<file path="src/rtl/param_proc_controller.sv">
// param_proc_controller: multi-cycle datapath sequencer.
// Accepts an instruction word in IDLE, then steps DECODE -> (EXEC -> WB),
// driving register-file, accumulator and bus control strobes for each step.
// Optional build macro: PCTRL_STALL_EN adds a 'stall' input that freezes
// the sequencer and suppresses its side-effecting strobes.
`timescale 1ns/1ps

module param_proc_controller #(
  parameter  int DATA_W = 10,
  parameter  int NREG   = 4,
  localparam int RA_W   = (NREG > 2) ? $clog2(NREG) : 1
) (
  input  logic              clk,
  input  logic              rst_n,
`ifdef PCTRL_STALL_EN
  input  logic              stall,
`endif
  input  logic [DATA_W-1:0] instr,
  input  logic              instr_valid,
  output logic              instr_ready,
  output logic [RA_W-1:0]   rin,
  output logic [RA_W-1:0]   rout,
  output logic              enw,
  output logic              enr,
  output logic              ain,
  output logic              gin,
  output logic              gout,
  output logic              ext,
  output logic              ir_in,
  output logic [3:0]        alu_op,
  output logic [DATA_W-1:0] imm,
  output logic              done,
  output logic              illegal,
  output logic              busy
);

  localparam int IMM_LO = 4 + RA_W;

  typedef enum logic [1:0] {
    S_IDLE   = 2'd0,
    S_DECODE = 2'd1,
    S_EXEC   = 2'd2,
    S_WB     = 2'd3
  } state_e;

  typedef enum logic [3:0] {
    OP_LOAD = 4'd0,  OP_COPY = 4'd1,  OP_ADD  = 4'd2,  OP_SUB  = 4'd3,
    OP_COMP = 4'd4,  OP_FLIP = 4'd5,  OP_AND  = 4'd6,  OP_OR   = 4'd7,
    OP_XOR  = 4'd8,  OP_SFTL = 4'd9,  OP_SFTR = 4'd10, OP_ARSR = 4'd11,
    OP_AIMM = 4'd12, OP_SIMM = 4'd13
  } op_e;

  state_e            state;
  logic [DATA_W-1:0] ir;
  logic              run;

  logic [3:0]        opc;
  logic [RA_W-1:0]   rx;
  logic [RA_W-1:0]   ry;
  logic [DATA_W-1:0] imm_ext;
  logic              op_illegal;
  logic              op_single;
  logic              op_binary;
  logic              op_immed;
  logic              op_unary;

`ifdef PCTRL_STALL_EN
  assign run = ~stall;
`else
  assign run = 1'b1;
`endif

  // Instruction field decode from the held IR
  assign opc        = ir[3:0];
  assign rx         = ir[4 +: RA_W];
  assign ry         = ir[4+RA_W +: RA_W];
  assign imm_ext    = ir >> IMM_LO;
  assign op_illegal = (opc > OP_SIMM);
  assign op_single  = (opc == OP_LOAD) || (opc == OP_COPY);
  assign op_unary   = (opc == OP_COMP) || (opc == OP_FLIP);
  assign op_immed   = (opc == OP_AIMM) || (opc == OP_SIMM);
  assign op_binary  = !op_illegal && !op_single && !op_unary && !op_immed;

  // Sequencer state and instruction register; frozen while stalled
  always_ff @(posedge clk or negedge rst_n) begin
    if (!rst_n) begin
      state <= S_IDLE;
      ir    <= '0;
    end else if (run) begin
      case (state)
        S_IDLE: begin
          if (instr_valid) begin
            ir    <= instr;
            state <= S_DECODE;
          end
        end
        S_DECODE: state <= (op_single || op_illegal) ? S_IDLE : S_EXEC;
        S_EXEC:   state <= S_WB;
        S_WB:     state <= S_IDLE;
        default:  state <= S_IDLE;
      endcase
    end
  end

  // Per-step control strobes; stall masks the side-effecting ones afterwards
  always_comb begin
    instr_ready = 1'b0;
    rin         = '0;
    rout        = '0;
    enw         = 1'b0;
    enr         = 1'b0;
    ain         = 1'b0;
    gin         = 1'b0;
    gout        = 1'b0;
    ext         = 1'b0;
    ir_in       = 1'b0;
    alu_op      = '0;
    imm         = '0;
    done        = 1'b0;
    illegal     = 1'b0;
    busy        = (state != S_IDLE);
    case (state)
      S_IDLE: begin
        instr_ready = run;
        // rst_n gating keeps the bus strobes quiet while reset is held
        if (run && instr_valid && rst_n) begin
          ext   = 1'b1;
          ir_in = 1'b1;
        end
      end
      S_DECODE: begin
        if (opc == OP_LOAD) begin
          ext  = 1'b1;
          enw  = 1'b1;
          rin  = rx;
          done = 1'b1;
        end else if (opc == OP_COPY) begin
          enr  = 1'b1;
          rout = ry;
          enw  = 1'b1;
          rin  = rx;
          done = 1'b1;
        end else if (op_illegal) begin
          illegal = 1'b1;
        end else begin
          enr  = 1'b1;
          ain  = 1'b1;
          rout = op_unary ? ry : rx;
        end
      end
      S_EXEC: begin
        gin    = 1'b1;
        alu_op = opc;
        if (op_binary) begin
          enr  = 1'b1;
          rout = ry;
        end
        if (op_immed) imm = imm_ext;
      end
      S_WB: begin
        gout = 1'b1;
        enw  = 1'b1;
        rin  = rx;
        done = 1'b1;
      end
      default: ;
    endcase
    if (!run) begin
      enw     = 1'b0;
      ain     = 1'b0;
      gin     = 1'b0;
      ir_in   = 1'b0;
      done    = 1'b0;
      illegal = 1'b0;
    end
  end

endmodule

</file>
<file path="config.mk">
export PLATFORM = sky130hd
export DESIGN_NAME = param_proc_controller
export DESIGN_NICKNAME = d
export VERILOG_FILES = /design/src/rtl/param_proc_controller.sv
export SDC_FILE = /design/constraint.sdc
export NUM_CORES = 1
export LEC_CHECK = 0
export CAP_MARGIN = 20
export CORE_MARGIN = 2
export CORE_UTILIZATION = 43
export DETAILED_ROUTE_END_ITERATION = 8
export PLACE_DENSITY_LB_ADDON = 0.12
export SYNTH_ARGS = -nofsm -noshare
export SYNTH_HDL_FRONTEND = slang
export SYNTH_SLANG_ARGS = --single-unit
</file>
<file path="constraint.sdc">
create_clock -name clk -period 3.2 [get_ports clk]
set_input_delay 0.48 -clock clk [delete_from_list [all_inputs] [get_ports clk]]
set_output_delay 0.48 -clock clk [all_outputs]
set_load 0.05 [all_outputs]
</file>
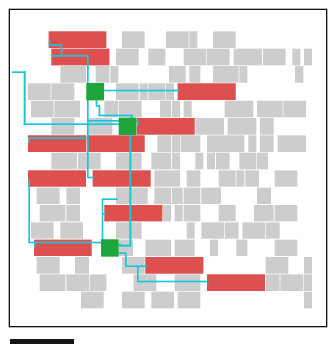
run_1/clk_routes.png
Scale bar: 10 um.
[red] flip-flops | count: 12
[cyan] clock wires | length: 179 um
[green] clock drivers | count: 3
routed clock nets: 4

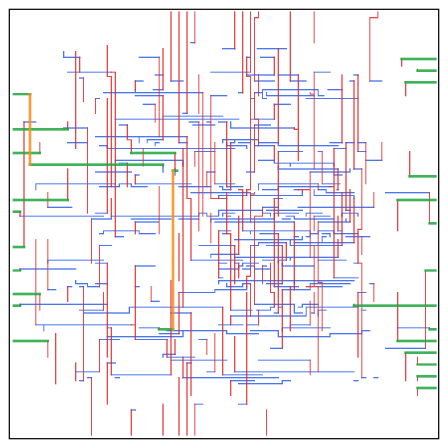
run_1/wires.png
[blue] metal 1 | wire length: 828 um
[orange] metal 4 | wire length: 26.5 um
[green] metal 3 | wire length: 92.5 um
[red] metal 2 | wire length: 919 um
DRT Wirelength: 1870 um
GRT Overall Usage: 16.3%
total number of vias: 755
routed wire length per instance: 12.1 um

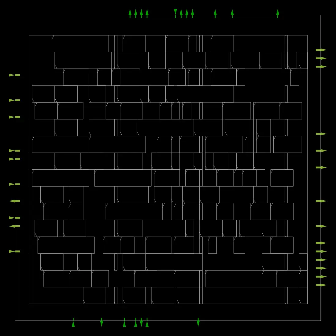
run_1/placement.png
core area: 1960 sq um
flip-flops: 12

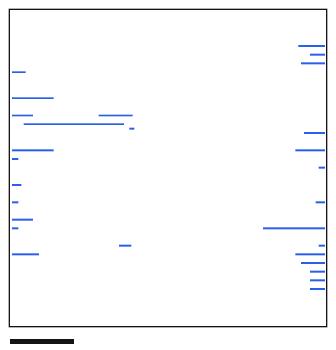
run_1/layer_met3.png
Scale bar: 10 um.
share of all routed wire: 5.0%
wire length on this layer: 92.5 um
nets with wire on the layer: 25
main direction: horizontal

==> summary.txt, run 1 <==
run metrics: Setup Slack @ Placement roughly 0.47 ns, Final Max-Slew Violation Tally 0, setup repair after global routing missed its margin no, share of the cycle needed by the critical path after routing 92.6%, TritonCTS clock tree built, slew of the pin with the lowest slew margin 0.501 ns, total count of hold-check failures in the final report 0, Leak 0.000568 uW, initial standard-cell utilization of the core between 40% and 50%, family with the most delay on the worst path buffers and inverters, clock power share between 8 and 9%, fmax around 340 MHz, H-tree depth 1, maximum resistive drop on vdd 0.000705 V, design area 1260 sq um, io pins between 40 and 50, tally of buffers added on design ports 35, power density over the cells around 1100 nW/um^2, top cells by area in the synthesized netlist sky130_fd_sc_hd__dfrtp_1 (34%), sky130_fd_sc_hd__mux2_2 (15%), sky130_fd_sc_hd__buf_4 (5.9%), count of tool warnings 29, Dominant flop cell sky130_fd_sc_hd__dfrtp_1, chip area line of the yosys report ~890 sq um, Reg clk slew, reported paths approximately 0.080 ns, post-synth top area share 33.7%, worst hold-check path type input pin to asynchronous set/reset pin, number of optimization iterations in the first detailed-route pass 4, most frequent cells after synthesis sky130_fd_sc_hd__dfrtp_1 (12), sky130_fd_sc_hd__mux2_2 (12), sky130_fd_sc_hd__and2_1 (8), Sw Share ~53%, minimum period implied by the final worst setup slack between 2 and 3 ns, buffers and inverters on the worst path 2, number of DRC violations after detailed-routing iteration 0 9, Register-to-Register Path Depth 4, count of distinct cell types in the synthesized netlist 32, y dimension of the die a little under 50 um, critical path class flop to output pin, Hold Buf Count CTS 0, yosys warning tally 0, Max-slew headroom 66.5%, fin nets around 150, highest net fanout along the worst path 6, detailed-placement wirelength estimate approximately 1500 um, GRT overflow 0, wire length of the first global-routing pass around 3100 um, final setup skew approximately 0.0016 ns, data required time of the worst path between 2 and 3 ns, biggest area consumer among synthesized cells sky130_fd_sc_hd__dfrtp_1, number of antenna repair diodes 0, fraction of the yosys area taken by sequential cells 33.7%, antenna violations before repair 0, gate count after technology mapping between 90 and 100, share of total power in sequential cells roughly 25%, outcome finished, final reports clean, CTS root buffer sky130_fd_sc_hd__clkbuf_4, signed area change from the synthesized netlist to the final layout 41.0%, fraction of layout instances using a drive strength above 1 roughly 17%, kind of capture point of the worst setup path output pin, ordered cell list for the critical path inv_1, ha_1, nor4b_1, nor2_1, nor2b_1, clkdlybuf4s50_1, combinational group share of total power between 60% and 70%, switching power 756 uW, setup_tns 0 ns, number of synthesized register bits 12, final critical-path setup slack about 0.24 ns, number of cells on the critical path 6, die area approximately 2500 sq um, maximum number of pins on one net before global-route repair 18, Die Span X about 50 um, CTS sink count 12, final antenna-violating net count 0, CTS max path bufs 2, DR vias/cell between 4 and 5, final setup vio count 0, yosys cell count ~93, Placer Congestion roughly 0.82, async set or reset register ratio after synthesis 100%, total cell area at the placement stage roughly 1200 sq um, clock latency of the later-clocked register in the worst-skew pair between 0.2 and 0.3 ns, Max-Cap Viols 0, via count of the first global-routing pass ~700, post-synth tally of flip-flops with integrated enable 0, library cell contributing the largest single delay on the critical path sky130_fd_sc_hd__clkdlybuf4s50_1, cell area after technology mapping ~890 sq um
-- run 1: final timing paths --
path / startpoint / end / slack [ns]
setup / recovery: flop / rin[1] / 0.24
hold / removal: rst_n / ir[0]$_DFFE_PN0P_ / 0.49
setup reg to reg: state[0]$_DFFE_PN0P_ / ir[3]$_DFFE_PN0P_ / 1.58
hold reg to reg: ir[9]$_DFFE_PN0P_ / ir[9]$_DFFE_PN0P_ / 0.51
max in group asynchronous: rst_n / ir[9]$_DFFE_PN0P_ / 2.55
min in group clk: ir[9]$_DFFE_PN0P_ / ir[9]$_DFFE_PN0P_ / 0.51
-- run 1: stage by stage --
stage | hold WS [ns] | std cells | power (uW) | utilization [%]
floorplan | 0.184 | 98 | 1070 | -
global placement | 0.478 | 150 | 1290 | 62.1
detailed placement | 0.493 | 150 | 1310 | 62.1
CTS | 0.495 | 154 | 1440 | 63.9
global route | 0.520 | 154 | 1520 | 64.0
finish | 0.492 | 154 | 1430 | 64.0
-- run 1: routing by layer --
| layer | routed length, um | vias to the layer above | global-route usage (%) |
|---|---|---|---|
| li1 | - | 377 | - |
| met1 | 828 | 346 | 19.5 |
| met2 | 919 | 28 | 28.4 |
| met3 | 92 | 4 | 3.03 |
| met4 | 26 | 0 | 6.94 |
| met5 | 0 | - | 0 |
-- run 1: state kept, by name (all words and copies together), names as in the netlist, named ones only --
signal,flops
ir,10
state,1
-- run 1: cells by family (layout without fill, tap and decap cells) --
kind of cell | count (synthesis) | after routing | synth area share [%]
simple gates | 31 | 31 | 20.1
other cells | 1 | 6 | 0.421
compound gates | 15 | 15 | 12.5
flops | 12 | 12 | 33.7
buf+inv | 17 | 46 | 11.4
mux | 13 | 13 | 16.3
fa+ha+maj | 4 | 4 | 5.62
-- run 1: repair_timing --
item,4_1_cts,5_1_grt
buffers inserted,0,0
endpoints found under the setup margin,0,1
resized,0,1
-- run 1: power by group through the flow --
stage	Sequential, uW	Clock [uW]	Combinational, uW
4_1_cts	362	127	948
3_3_place_gp	362	0	932
6_report	363	125	940
2_1_floorplan	288	0	784
5_1_grt	382	135	1000
3_5_place_dp	365	0	947
-- run 1: cell type report --
type | instances | area (sq um)
clock buffers | 4 | 36.3
inverters | 6 | 22.5
multi-input cells | 69 | 508
flip-flops and latches | 12 | 300
repair buffers | 36 | 355
fillers | 190 | 706
well taps | 27 | 33.8
-- run 1: layout by cell type, fill, tap and decap left out, types with 2 or more instances in the layout --
master	netlist	final
sky130_fd_sc_hd__nand2_1	5	5
sky130_fd_sc_hd__o21a_1	2	2
sky130_fd_sc_hd__conb_1	1	6
sky130_fd_sc_hd__nor2_1	6	6
sky130_fd_sc_hd__and2_1	8	8
sky130_fd_sc_hd__buf_4	7	3
sky130_fd_sc_hd__clkdlybuf4s50_1	0	32
sky130_fd_sc_hd__and4_1	2	2
sky130_fd_sc_hd__dfrtp_1	12	12
sky130_fd_sc_hd__clkbuf_4	0	3
sky130_fd_sc_hd__and3_1	3	3
sky130_fd_sc_hd__inv_1	6	6
sky130_fd_sc_hd__mux2_2	12	12
sky130_fd_sc_hd__ha_1	4	4
sky130_fd_sc_hd__nor2b_1	2	2
sky130_fd_sc_hd__o21ai_0	3	3
--- run 2 (diff from run 1) ---
==> constraint.sdc (replaced) <==
create_clock -name clk -period 3.2 [get_ports clk]
set_input_delay 0.32 -clock clk [delete_from_list [all_inputs] [get_ports clk]]
set_output_delay 0.32 -clock clk [all_outputs]
set_load 0.05 [all_outputs]
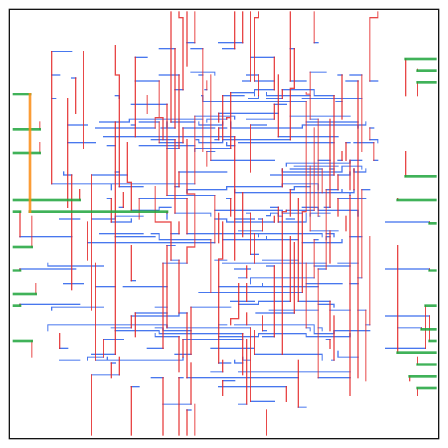
run_2/wires.png
DRT Wirelength: 1940 um
total number of vias: 764
GRT Overall Usage: 17.4%
routed wire length per instance: 12.6 um

==> run 2 against run 1 <==
- critical path type unchanged
- count of clock-buffer cells in the layout unchanged
- utilization up 0.13 points
- critical path depth up 1
- total power up 0.47%
- final cell count unchanged
- highest routed layer unchanged
- sequential cell count unchanged
- clock power down 4%
- first-iteration DRC count down 11%
- area after synthesis unchanged
- register-to-register slack worse by 0.02 ns
- maximum frequency up 3.6%
- synthesized cell count unchanged
==> summary.txt, run 2 <==
run metrics: Final Max-Slew Violation Tally 0 (unchanged), Leak 0.000547 uW (-3.7%), total count of hold-check failures in the final report 0 (unchanged), async set or reset register ratio after synthesis 100% (unchanged), core area 1960 sq um (unchanged), biggest regs ir: 10 flops, state: 1 flops, register with the most flip-flops ir, slew of the pin with the lowest slew margin 0.504 ns (+0.00316 ns), antenna violations before repair 0 (unchanged), combinational cell area excluding buffers and inverters 508 sq um (unchanged), top cells by area in the synthesized netlist sky130_fd_sc_hd__dfrtp_1 (34%), sky130_fd_sc_hd__mux2_2 (15%), sky130_fd_sc_hd__buf_4 (5.9%), clock latency of the later-clocked register in the worst-skew pair 0.27 ns (about the same), most instantiated logic cells after routing sky130_fd_sc_hd__clkdlybuf4s50_1 (35), sky130_fd_sc_hd__mux2_2 (12), sky130_fd_sc_hd__dfrtp_1 (12), sky130_fd_sc_hd__and2_1 (8), area used by sequential logic in the layout 300 sq um (unchanged), number of flip-flops in the largest register 10 (unchanged), final core utilization 64.2% (+0.13 points), maximum resistive drop on vdd 0.000710 V (+0.75%), combinational group share of total power 66.0% (+0.2 points), CTS root buffer sky130_fd_sc_hd__clkbuf_4, Reg clk slew, reported paths 0.08 ns (about the same), number of DRC violations after detailed-routing iteration 0 8 (-1), biggest area consumer among synthesized cells sky130_fd_sc_hd__dfrtp_1, outcome finished, final reports clean, most frequent standard cell in the layout excluding fill and tap cells sky130_fd_sc_hd__clkdlybuf4s50_1, Register-to-Register Path Depth 4 (unchanged), setup repair after global routing missed its margin no, CTS max path bufs 2 (unchanged), Placer Congestion 0.792 (-3.2%), FF-to-FF setup slack 1.56 ns (-0.02 ns), wire length of the first global-routing pass 3390 um (+9.8%), chip area line of the yosys report 891 sq um (unchanged), DR vias/cell 4.96 (+1.2%), fmax 350 MHz (+3.6%), count of distinct cell types in the synthesized netlist 32 (unchanged), Die Span X 49.5 um (unchanged), io pins 42 (unchanged), die area 2450 sq um (unchanged), fraction of layout instances using a drive strength above 1 15.0% (-1.6 points), y dimension of the die 49.5 um (unchanged), CTS sink count 12 (unchanged), most frequent cells after synthesis sky130_fd_sc_hd__dfrtp_1 (12), sky130_fd_sc_hd__mux2_2 (12), sky130_fd_sc_hd__and2_1 (8), signed area change from the synthesized netlist to the final layout 41.3%, GRT overflow 0 (unchanged), clock power share 8.4% (-0.4 points), buffer count from post-CTS setup fixing 0 (unchanged), gate count after technology mapping 93 (unchanged), number of optimization iterations in the first detailed-route pass 4 (unchanged), Sw Share 53.0% (about the same), kind of capture point of the worst setup path output pin, initial standard-cell utilization of the core 45.4% (unchanged), detailed-placement wirelength estimate 1510 um (+3.8%)
run 2: cell types whose count changed in the layout (fill, tap and decap cells not counted):
| cell | change |
|---|---|
| sky130_fd_sc_hd__buf_4 | -2 |
| sky130_fd_sc_hd__dlymetal6s2s_1 | -1 |
| sky130_fd_sc_hd__clkdlybuf4s50_1 | +3 |
run 2: worst max path at each step:
stage                              start      end  slack (ns)  depth (start not counted)
global route                        flop   rin[1]        0.17                          6
global placement    state[0]$_DFFE_PN0P_  rout[1]        0.67                          7
floorplan           state[0]$_DFFE_PN0P_  rout[1]        0.26                          6
detailed placement  state[0]$_DFFE_PN0P_  rout[1]        0.64                          7
CTS                 state[0]$_DFFE_PN0P_  rout[1]        0.34                          7
finish              state[0]$_DFFE_PN0P_  rout[1]        0.34                          7
run 2: power by group through the flow:
stage / logic, uW / clock network, uW / registers, uW
floorplan: 784 / 0 / 288
global placement: 934 / 0 / 362
detailed placement: 951 / 0 / 370
CTS: 953 / 122 / 366
global route: 1010 / 130 / 385
finish: 947 / 120 / 367
run 2: logic make-up after synthesis:
logic type	count (synthesis)	synth area share, %
AND-OR/OR-AND	15	12.5
other	1	0.421
adder cells (fa/ha/maj)	4	5.62
buffers and inverters	17	11.4
multiplexers	13	16.3
AND/OR/NAND/NOR	31	20.1
flip-flops	12	33.7
run 2: per-stage QoR:
step / setup slack (ns) / instance area, sq um / total power [uW] / hold WS [ns]
6_report: 0.342 / 1260 / 1430 / 0.402
4_1_cts: 0.341 / 1260 / 1440 / 0.411
3_3_place_gp: 0.673 / 1220 / 1300 / 0.478
5_1_grt: 0.167 / 1260 / 1520 / 0.416
3_5_place_dp: 0.636 / 1220 / 1320 / 0.487
2_1_floorplan: 0.263 / 910 / 1070 / 0.0244
run 2: layout make-up:
cell class | instances | area share (%)
multi-input combinational | 69 | 40.4
timing repair buffer | 36 | 28.4
sequential | 12 | 23.9
clock buffer | 4 | 2.88
tap | 27 | 2.68
inverter | 6 | 1.79
run 2: layer usage:
layer  vias up  part of all wire (%)
met5         -                     0
met1       360                    46
met2        24                    49
met3         2                   3.7
met4         0                  0.67
li1        378                     -
run 2: worst max-delay path, stage by stage, from the launching register on:
cell	delay (ns)
sky130_fd_sc_hd__dfrtp_1	0.44
sky130_fd_sc_hd__inv_1	0.10
sky130_fd_sc_hd__ha_1	0.33
sky130_fd_sc_hd__and2_1	0.20
sky130_fd_sc_hd__a31oi_1	0.05
sky130_fd_sc_hd__o21a_1	0.18
sky130_fd_sc_hd__o22ai_1	0.16
sky130_fd_sc_hd__clkdlybuf4s50_1	0.82
--- run 3 (diff from run 2) ---
Settings changed: GPL_ROUTABILITY_DRIVEN set to 0.
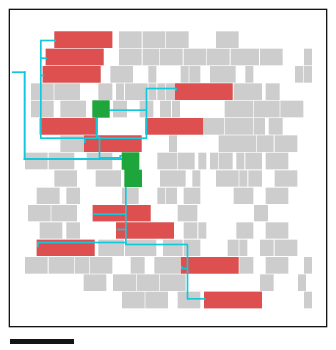
run_3/clk_routes.png
Scale bar: 10 um.
final setup skew: 0.00187 ns
clock power share: 8.4%

==> run 3 against run 2 <==
- first-iteration DRC count stayed put
- area after synthesis did not move
- utilization stayed put
- critical path depth unchanged
- count of clock-buffer cells in the layout did not move
- clock skew did not move
- critical path type unchanged
- largest power group unchanged
==> summary.txt, run 3 <==
run metrics: top cells by area in the synthesized netlist sky130_fd_sc_hd__dfrtp_1 (34%), sky130_fd_sc_hd__mux2_2 (15%), sky130_fd_sc_hd__buf_4 (5.9%), Max-Cap Viols 0, gate count after technology mapping 93 (unchanged), fmax 350 MHz (unchanged), DRT Wirelength 1940 um (unchanged), maximum resistive drop on vdd 0.000710 V (unchanged), worst reg2reg endpoint ir[9]$_DFFE_PN0P_, TritonCTS clock tree built, y dimension of the die 49.5 um (unchanged), share of the cycle needed by the critical path after routing ~90%, combinational cell area excluding buffers and inverters 508 sq um (unchanged), most frequent cells after synthesis sky130_fd_sc_hd__dfrtp_1 (12), sky130_fd_sc_hd__mux2_2 (12), sky130_fd_sc_hd__and2_1 (8), slew of the pin with the lowest slew margin 0.504 ns (unchanged), number of DRC violations after detailed-routing iteration 0 8 (unchanged), clock latency of the later-clocked register in the worst-skew pair 0.27 ns (about the same), tally of buffers added on design ports 35, Final Max-Slew Violation Tally 0 (unchanged), io pins 42 (unchanged), final antenna-violating net count 0, count of cells resized by post-cts repair 0, CTS root buffer sky130_fd_sc_hd__clkbuf_4, final critical-path setup slack 0.342 ns (unchanged), post-synth tally of flip-flops with integrated enable 0, most frequent standard cell in the layout excluding fill and tap cells sky130_fd_sc_hd__clkdlybuf4s50_1, Setup Slack @ Placement 0.636 ns (unchanged), Die Span X 49.5 um (unchanged), Leak 0.000547 uW (unchanged), total cell area at the placement stage 1220 sq um (unchanged), fraction of the yosys area taken by sequential cells between 30 and 40%, launching instance or port of the critical path state[0]$_DFFE_PN0P_, CTS max path bufs 2 (unchanged), CTS sink count 12 (unchanged), combinational group share of total power 66.0% (about the same), GRT overflow 0 (unchanged), outcome finished, final reports clean, count of distinct cell types in the synthesized netlist 32 (unchanged), die area 2450 sq um (unchanged), Register-to-Register Path Depth 4 (unchanged), setup repair after global routing missed its margin no, Sw Share 53.0% (unchanged), buffer count from post-CTS setup fixing 0 (unchanged), minimum period implied by the final worst setup slack about 2.9 ns, kind of capture point of the worst setup path output pin, fraction of layout instances using a drive strength above 1 15.0% (unchanged), switching power ~760 uW, routed wire length per instance 12.6 um (unchanged), fin nets 145, area used by sequential logic in the layout 300 sq um (unchanged), detailed-placement wirelength estimate 1510 um (unchanged), post-synth top area share 33.7%, worst endpoint data arrival time about 2.5 ns, GRT Overall Usage 17.4% (unchanged), antenna violations before repair 0 (unchanged), total count of hold-check failures in the final report 0 (unchanged), via count of the first global-routing pass between 700 and 800, final setup vio count 0, number of optimization iterations in the first detailed-route pass 4 (unchanged), maximum number of pins on one net before global-route repair 18, wire length of the first global-routing pass 3390 um (unchanged), biggest regs ir: 10 flops, state: 1 flops, share of total power in sequential cells roughly 26%, last element of the critical path rout[1], Hold Buf Count CTS 0, Reg clk slew, reported paths 0.08 ns (about the same), number of antenna repair diodes 0, total number of vias 764 (unchanged), DR vias/cell 4.96 (unchanged), chip area line of the yosys report 891 sq um (unchanged), initial standard-cell utilization of the core 45.4% (unchanged), core area 1960 sq um (unchanged), register with the most flip-flops ir, number of flip-flops in the largest register 10 (unchanged), design area 1260 sq um (unchanged), signed area change from the synthesized netlist to the final layout 41.3% (unchanged), most instantiated logic cells after routing sky130_fd_sc_hd__clkdlybuf4s50_1 (35), sky130_fd_sc_hd__mux2_2 (12), sky130_fd_sc_hd__dfrtp_1 (12), sky130_fd_sc_hd__and2_1 (8), biggest area consumer among synthesized cells sky130_fd_sc_hd__dfrtp_1, data required time of the worst path roughly 2.9 ns, async set or reset register ratio after synthesis 100% (unchanged), DRC viols 0, final core utilization 64.2% (unchanged), Fin Hold WS 0.402 ns (unchanged), number of synthesized register bits 12, setup_tns 0 ns, critical path class flop to output pin, FF-to-FF setup slack 1.56 ns (about the same)
-- run 3: cell counts after synthesis --
Identical to the previous run, type by type.
-- run 3: kinds of logic (layout without fill, tap and decap cells) --
logic type,count (synthesis),count (layout),share of synthesized area (%)
other cells,1,6,0.421
compound gates,15,15,12.5
buf+inv,17,46,11.4
fa+ha+maj,4,4,5.62
mux,13,13,16.3
simple gates,31,31,20.1
flops,12,12,33.7
-- run 3: how the worst min path moves through the flow --
stage               cells after the start                         end  slack (ns)
floorplan                               0  asynchronous set/reset pin        0.02
global placement                        1           ir[8]$_DFFE_PN0P_        0.48
detailed placement                      1           ir[8]$_DFFE_PN0P_        0.49
CTS                                     2           ir[0]$_DFFE_PN0P_        0.41
global route                            2           ir[0]$_DFFE_PN0P_        0.42
finish                                  2           ir[0]$_DFFE_PN0P_        0.40
-- run 3: per-layer routing --
metal	GRT usage (%)	part of all wire (%)	up-vias
met3	3.03	3.7	2
met2	32.2	49	24
met1	20.8	46	360
met5	0	0	-
li1	-	-	378
met4	4.17	0.67	0
-- run 3: final cells by class --
cell class | instances | area share, %
sequential | 12 | 23.9
multi-input combinational | 69 | 40.4
inverter | 6 | 1.79
timing repair buffer | 36 | 28.4
clock buffer | 4 | 2.88
tap | 27 | 2.68
-- run 3: worst max-delay path, cell delays in order (launching register included) --
cell and delay, ns:
sky130_fd_sc_hd__dfrtp_1 0.44, sky130_fd_sc_hd__inv_1 0.10, sky130_fd_sc_hd__ha_1 0.33, sky130_fd_sc_hd__and2_1 0.20
sky130_fd_sc_hd__a31oi_1 0.05, sky130_fd_sc_hd__o21a_1 0.18, sky130_fd_sc_hd__o22ai_1 0.16, sky130_fd_sc_hd__clkdlybuf4s50_1 0.82
-- run 3: metrics by stage --
stage / std cells / power, uW
detailed placement: 150 / 1320
finish: 154 / 1430
CTS: 154 / 1440
global route: 154 / 1520
floorplan: 98 / 1070
global placement: 150 / 1300
-- run 3: power groups by stage --
| stage | registers, uW | logic [uW] | clock network, uW |
|---|---|---|---|
| CTS | 366 | 953 | 122 |
| finish | 367 | 947 | 120 |
| detailed placement | 370 | 951 | 0 |
| floorplan | 288 | 784 | 0 |
| global placement | 362 | 934 | 0 |
| global route | 385 | 1010 | 130 |
No activity file was given, so power comes from the tool's default toggle rates.
